Gate-type map:
Scale bar: 50 um.
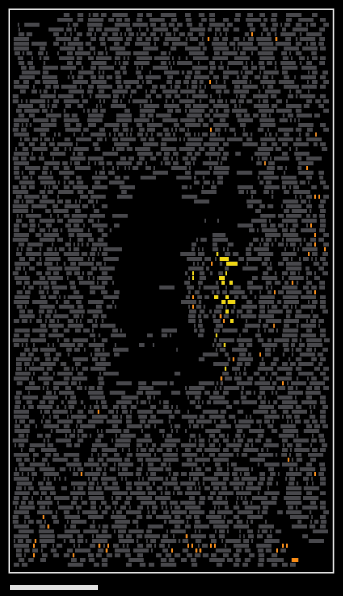
Placed standard cells:
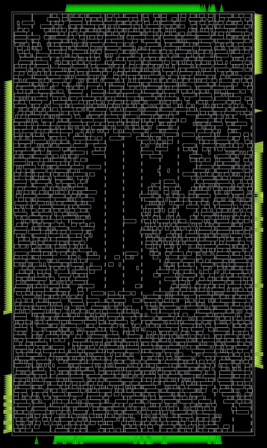
Routed metal, one color a layer:
Scale bar: 50 um.
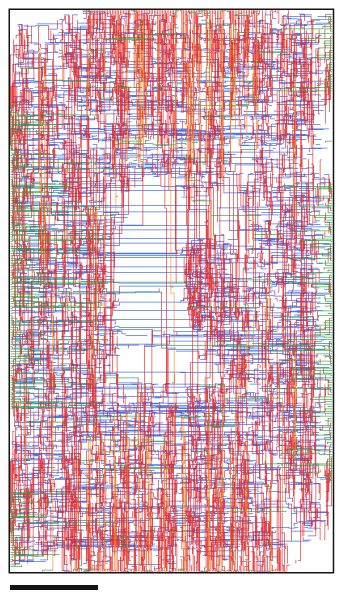
M4 wires:
Scale bar: 50 um.
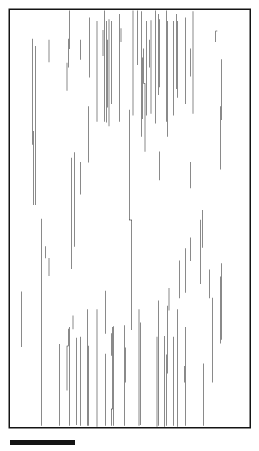
Placed cells, one color a class:
Scale bar: 50 um. Fill, decap, tap and diode cells in gray.
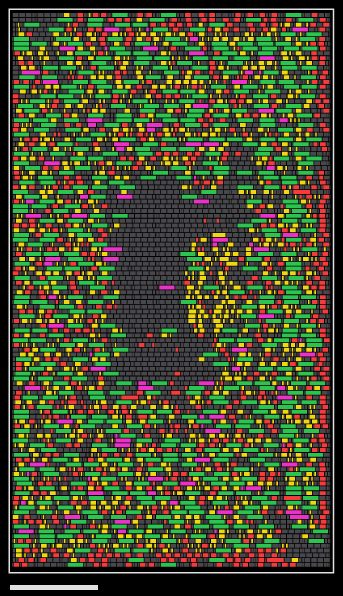
[src/rtl/compress_pkg.sv]
// Shared definitions for the Stage1 compressor: default dictionary geometry,
// byte width and the dictionary buffer state encoding.
package compress_pkg;

  localparam int COMPARE_WORD_DEF = 32;
  localparam int DICT_ENTRIES_DEF = 16;
  localparam int BYTE             = 8;

  typedef enum logic {
    DICT_READY    = 1'b0,
    DICT_CLEARING = 1'b1
  } dict_state_t;

endpackage

[src/rtl/dict_entry.sv]
// One dictionary slot: a data word plus its valid bit.
// Clear takes priority over write so a flush always leaves the slot empty.
module dict_entry #(
  parameter int WIDTH = 32
) (
  input  logic             i_clk,
  input  logic             i_reset,
  input  logic             i_wr_en,
  input  logic             i_clr_en,
  input  logic [WIDTH-1:0] i_word,
  output logic [WIDTH-1:0] o_word,
  output logic             o_valid
);

  // Slot storage; invalid slots always hold zero.
  always_ff @(posedge i_clk or posedge i_reset) begin
    if (i_reset) begin
      o_word  <= '0;
      o_valid <= 1'b0;
    end else if (i_clr_en) begin
      o_word  <= '0;
      o_valid <= 1'b0;
    end else if (i_wr_en) begin
      o_word  <= i_word;
      o_valid <= 1'b1;
    end
  end

endmodule

[src/rtl/dictionary_buffer.sv]
// FIFO-replacement dictionary feeding the word_comparator bank. All entries
// are presented in parallel with valid bits; a flush clears one entry per
// cycle. Optional macro DICT_DUP_SKIP_EN: a push equal to the most recently
// written valid entry is consumed without changing any state.
//
// state         | meaning
// --------------+---------------------------------------------------------
// DICT_READY    | accepting pushes, o_ready high
// DICT_CLEARING | flushing entry clr_idx each cycle, pushes and clears ignored
module dictionary_buffer
  import compress_pkg::*;
#(
  parameter int COMPARE_WORD = COMPARE_WORD_DEF,
  parameter int DICT_ENTRIES = DICT_ENTRIES_DEF
) (
  input  logic                               i_clk,
  input  logic                               i_reset,
  input  logic                               i_push,
  input  logic [COMPARE_WORD-1:0]            i_word,
  output logic                               o_ready,
  input  logic                               i_clear,
  output logic [DICT_ENTRIES*COMPARE_WORD-1:0] o_dict,
  output logic [DICT_ENTRIES-1:0]            o_entry_valid,
  output logic [$clog2(DICT_ENTRIES):0]      o_count,
  output logic [$clog2(DICT_ENTRIES)-1:0]    o_wr_ptr,
  output logic                               o_full
);

  localparam int IDX_W = $clog2(DICT_ENTRIES);
  localparam int CNT_W = IDX_W + 1;
  localparam logic [CNT_W-1:0] CNT_MAX  = CNT_W'(DICT_ENTRIES);
  localparam logic [IDX_W-1:0] IDX_LAST = IDX_W'(DICT_ENTRIES - 1);

  dict_state_t state, state_next;
  logic [IDX_W-1:0] wr_ptr, clr_idx;
  logic [CNT_W-1:0] count;
  logic push_acc, push_wr, dup_hit, clr_last;

  logic [COMPARE_WORD-1:0] ent_word [DICT_ENTRIES];
  logic [DICT_ENTRIES-1:0] ent_valid, wr_en, clr_en;

  // Next-state decode; o_ready depends on the state register only.
  always_comb begin
    state_next = state;
    o_ready    = 1'b0;
    push_acc   = 1'b0;
    clr_last   = 1'b0;
    case (state)
      DICT_READY: begin
        o_ready = 1'b1;
        if (i_clear) state_next = DICT_CLEARING;
        else         push_acc   = i_push;
      end
      DICT_CLEARING: begin
        clr_last = (clr_idx == IDX_LAST);
        if (clr_last) state_next = DICT_READY;
      end
      default: state_next = DICT_READY;
    endcase
  end

`ifdef DICT_DUP_SKIP_EN
  logic [IDX_W-1:0] last_idx;
  assign last_idx = wr_ptr - IDX_W'(1);
  assign dup_hit  = ent_valid[last_idx] && (ent_word[last_idx] == i_word);
`else
  assign dup_hit  = 1'b0;
`endif

  assign push_wr = push_acc && !dup_hit;

  // State register.
  always_ff @(posedge i_clk or posedge i_reset) begin
    if (i_reset) state <= DICT_READY;
    else         state <= state_next;
  end

  // Flush index: restarts at 0 on a clear request, walks up while clearing.
  always_ff @(posedge i_clk or posedge i_reset) begin
    if (i_reset)                                 clr_idx <= '0;
    else if (state == DICT_READY && i_clear)     clr_idx <= '0;
    else if (state == DICT_CLEARING)             clr_idx <= clr_idx + IDX_W'(1);
  end

  // Write pointer and occupancy count; count saturates once the ring is full.
  always_ff @(posedge i_clk or posedge i_reset) begin
    if (i_reset) begin
      wr_ptr <= '0;
      count  <= '0;
    end else if (clr_last) begin
      wr_ptr <= '0;
      count  <= '0;
    end else if (push_wr) begin
      wr_ptr <= wr_ptr + IDX_W'(1);
      if (count != CNT_MAX) count <= count + CNT_W'(1);
    end
  end

  for (genvar k = 0; k < DICT_ENTRIES; k++) begin : g_entry
    assign wr_en[k]  = push_wr && (wr_ptr == IDX_W'(k));
    assign clr_en[k] = (state == DICT_CLEARING) && (clr_idx == IDX_W'(k));

    dict_entry #(.WIDTH(COMPARE_WORD)) u_entry (
      .i_clk   (i_clk),
      .i_reset (i_reset),
      .i_wr_en (wr_en[k]),
      .i_clr_en(clr_en[k]),
      .i_word  (i_word),
      .o_word  (ent_word[k]),
      .o_valid (ent_valid[k])
    );

    assign o_dict[k*COMPARE_WORD +: COMPARE_WORD] = ent_word[k];
  end

  assign o_entry_valid = ent_valid;
  assign o_count       = count;
  assign o_wr_ptr      = wr_ptr;
  assign o_full        = (count == CNT_MAX);

endmodule

[config.mk]
export PLATFORM = sky130hd
export DESIGN_NAME = dictionary_buffer
export DESIGN_NICKNAME = d
export VERILOG_FILES = /design/src/rtl/compress_pkg.sv /design/src/rtl/dict_entry.sv /design/src/rtl/dictionary_buffer.sv
export SDC_FILE = /design/constraint.sdc
export NUM_CORES = 1
export LEC_CHECK = 0
export CAP_MARGIN = 25
export CELL_PAD_IN_SITES_DETAIL_PLACEMENT = 1
export CELL_PAD_IN_SITES_GLOBAL_PLACEMENT = 1
export CORE_ASPECT_RATIO = 1.75
export CORE_UTILIZATION = 39
export DETAILED_ROUTE_END_ITERATION = 8
export GPL_TIMING_DRIVEN = 0
export HOLD_SLACK_MARGIN = 0.05
export PLACE_DENSITY = 0.77
export SYNTH_ARGS = -nofsm -noshare
export SYNTH_HDL_FRONTEND = slang
export SYNTH_SLANG_ARGS = --single-unit
[constraint.sdc]
create_clock -name i_clk -period 21 [get_ports i_clk]
set_input_delay 4.2 -clock i_clk [delete_from_list [all_inputs] [get_ports i_clk]]
set_output_delay 4.2 -clock i_clk [all_outputs]
set_load 0.005 [all_outputs]
==> out/qor.yml <==
run_status:
  status: "completed"
routing:
  drt_iter0_markers: 716
  routed-wl-met2_mm: 43.9
  vias_per_cell: 5.13
  vias: 17064
  wl_per_cell_um: 25.7
  postRouteAntennaNets: 0
  dr_wl_met3_mm: 5.19
  top_layer_used: "met4"
  met1_length_mm: 31.4
timing:
  finalClockPeriodUsage: 0.300
  post-route-worst-setup-slack_ns: 14.70
  final_hold_viol_count: 0
  worst_pin_slew_ns: 1.08
  slew_headroom: 0.282
  drv_slew: 0
  finalSetupViolations: 0
  finalClockSkew_ns: 0.0210
  rsz0062_at_grt: "no"
  fmax_ghz: 0.159
  fin_crit_ns: 6.30
finish:
  instances_no_fill: 3329
  drive_above_1_share: 0.0687
  area_growth_pct: 38.2
  diodes: 0
  lay_top_count: "clkdlybuf4s50_1"
  nets: 2570
  nFillCells: 6015
  layout_top_cells: "574 x clkdlybuf4s50_1, 542 x dfrtp_1, 528 x nand2_1, 518 x mux2i_1, 97 x clkbuf_1"
global_routing:
  antenna_found_initial: 0
  grt_overflow: 0
  grt_max_degree: 127
  grt_pass1_wl_mm: 126
  grt_pass1_vias: 18958
setup_path:
  crit_arrival_ns: 2.10
  critPathKind: "reg2out"
  required_ns: 16.80
  endpoint_kind: "primary output"
  crit_fanout: 10
die:
  dieHeight_um: 320
  die-area_mm2: 0.0587
  io_pins: 575
  fp-utilization: 0.395
  die_w_um: 184
logic_synthesis:
  synth.largest_area_cell: "dfrtp_1"
  async_reset_ff_frac: 1.00
  area_leaders: "dfrtp_1 60%, mux2i_1 23%, nand2_1 8.8%, clkbuf_1 1.4%, buf_4 1.0%"
  top_area_frac: 0.603
  synth-main-ff-cell: "dfrtp_1"
  avgSynthCellArea_um2: 11.9
  postSynthSeqShare: 0.603
  ys_warn_count: 0
  edf_count: 0
  netlist_area_mm2: 0.0225
  yosys.stat.chipArea_mm2: 0.0225
  fp_nets: 1936
  ys_ff: 542
cts:
  clock.latency.late_pin_ns: 0.59
  cts_max_level: 2
  cts_sinks: 542
  cts_hold_buffers: 0
  post_cts_resized: 0
  clock_path_buffers: 3
  post_cts_buffers: 0
  cts_tree: "built"
  root_buffer: "clkbuf_16"
  clk_pin_slew_ns: 0.06
pwr:
  leakage_nw: 16.2
  total_power_w: 0.00456
  p_per_area_mw_per_mm2: 146
place:
  dp.cells: 3237
  gp_congestion: 0.853
  io_buffers: 574
  detailedPlace.worstSlack_ns: 14.50
  hpwl_mm: 62.4
flow_run:
  cap_violations: 0
  warnings: 41
## Picture notes: 'gate-type map'
Key: NOR gates = yellow [cells 18]; inverters = orange [cells 53, where spread over the die]

## Picture notes: 'placed standard cells'
utilization after layout: 0.545
Row Count: 116
Core Area: 0.0570 mm2

## Picture notes: 'routed metal, one color a layer'
Key: met2 = red [wire length 43.9 mm]; met4 = orange [wire length 5060 um]; met1 = blue [wire length 31.4 mm]; met3 = green [wire length 5190 um]
drt total wl: 85.6 mm
Overall Global Routing Usage: 0.293

## Picture notes: 'M4 wires'
The wires run mostly vertical. The layer carries 5060 um of wire. The longest straight run is 158 um. The layer holds 5.9% of the routed length.

## Picture notes: 'placed cells, one color a class'
Key: all other logic = yellow [cells 1184, share of their area 27%]; other buffers and delay cells = red [cells 745, share of their area 22%]; clock drivers and dummy loads = magenta [cells 91, share of their area 5.8%]; flip-flops = green [cells 542, share of their area 45%]
sequential cell area share: 0.436
final non-filler cell area: 0.0311 mm2

-- worst max-delay path, stage by stage, from the launching register on --
cell	delay [ns]
dfrtp_1	0.37
buf_2	0.23
clkinv_1	0.28
clkdlybuf4s50_1	0.64
-- state kept, by name, summed over array words and instances (netlist names) --
name                     count
state                        1
o_count                      5
g_entry.u_entry.o_valid     16
clr_idx                      4
g_entry.u_entry.o_word     512
o_wr_ptr                     4
-- path summary, 6_finish.rpt --
path / from / end / slack [ns] / depth (start not counted)
max: state / o_ready / 14.70 / 3
max reg2reg: clr_idx[2] / g_entry[5].u_entry.o_word[19] / 18.48 / 6
min in group asynchronous: i_reset / g_entry[9].u_entry.o_word[8] / 4.14 / 2
min reg2reg: g_entry[14].u_entry.o_valid / g_entry[14].u_entry.o_valid / 0.51 / 1
max in group asynchronous: i_reset / g_entry[4].u_entry.o_word[8] / 15.12 / 4
min: g_entry[14].u_entry.o_valid / g_entry[14].u_entry.o_valid / 0.51 / 1
-- power by group --
part / internal, W / switching [W]
sequential: 0.00149 / 0.000281
clock: 0.000558 / 0.000415
combinational: 0.000991 / 0.000821
-- layout make-up --
cell class | instances | area [um2] | share of cell area
plain buffers | 164 | 845 | 0.0271
clock buffers | 81 | 1600 | 0.0515
clock inverters | 10 | 139 | 0.00446
inverters | 53 | 206 | 0.00664
multi-input cells | 1131 | 7900 | 0.254
flip-flops and latches | 542 | 13600 | 0.436
well taps | 767 | 960 | 0.0308
repair buffers | 581 | 5900 | 0.190
-- stage by stage --
stage | utilization | hold WS (ns) | cell area, um2
global route | 0.545 | 0.530 | 31100
finish | 0.545 | 0.506 | 31100
detailed placement | 0.515 | 0.483 | 29400
CTS | 0.545 | 0.502 | 31100
global placement | 0.512 | 0.476 | 29200
floorplan | - | 0.465 | 22500
-- cell families after synthesis --
family                   share of synthesized area
XOR/XNOR                                   0.00156
flip-flops                                   0.603
multiplexers                                 0.231
buffers and inverters                       0.0464
AND-OR/OR-AND                              0.00645
adder cells (fa/ha/maj)                    0.00556
AND/OR/NAND/NOR                              0.107
-- synthesized netlist by cell type (3+ instances only) --
cell and instances:
clkbuf_1 86, inv_1 52, nand4bb_1 5, buf_4 30
nand2_1 528, nand4_1 7, a21boi_1 9, a21boi_0 3
nand4b_1 10, nor2b_1 5, dfrtp_1 542, nor2_1 7
buf_6 9, o21a_1 4, nand3_2 4, xnor2_1 3
mux2i_1 518, buf_2 39, ha_1 10
-- metal layers --
metal,up-vias,GRT usage
met1,8825,0.319
li1,7458,-
met3,196,0.0675
met5,-,0
met2,585,0.517
met4,0,0.166
Power and IR drop assume default switching activity.
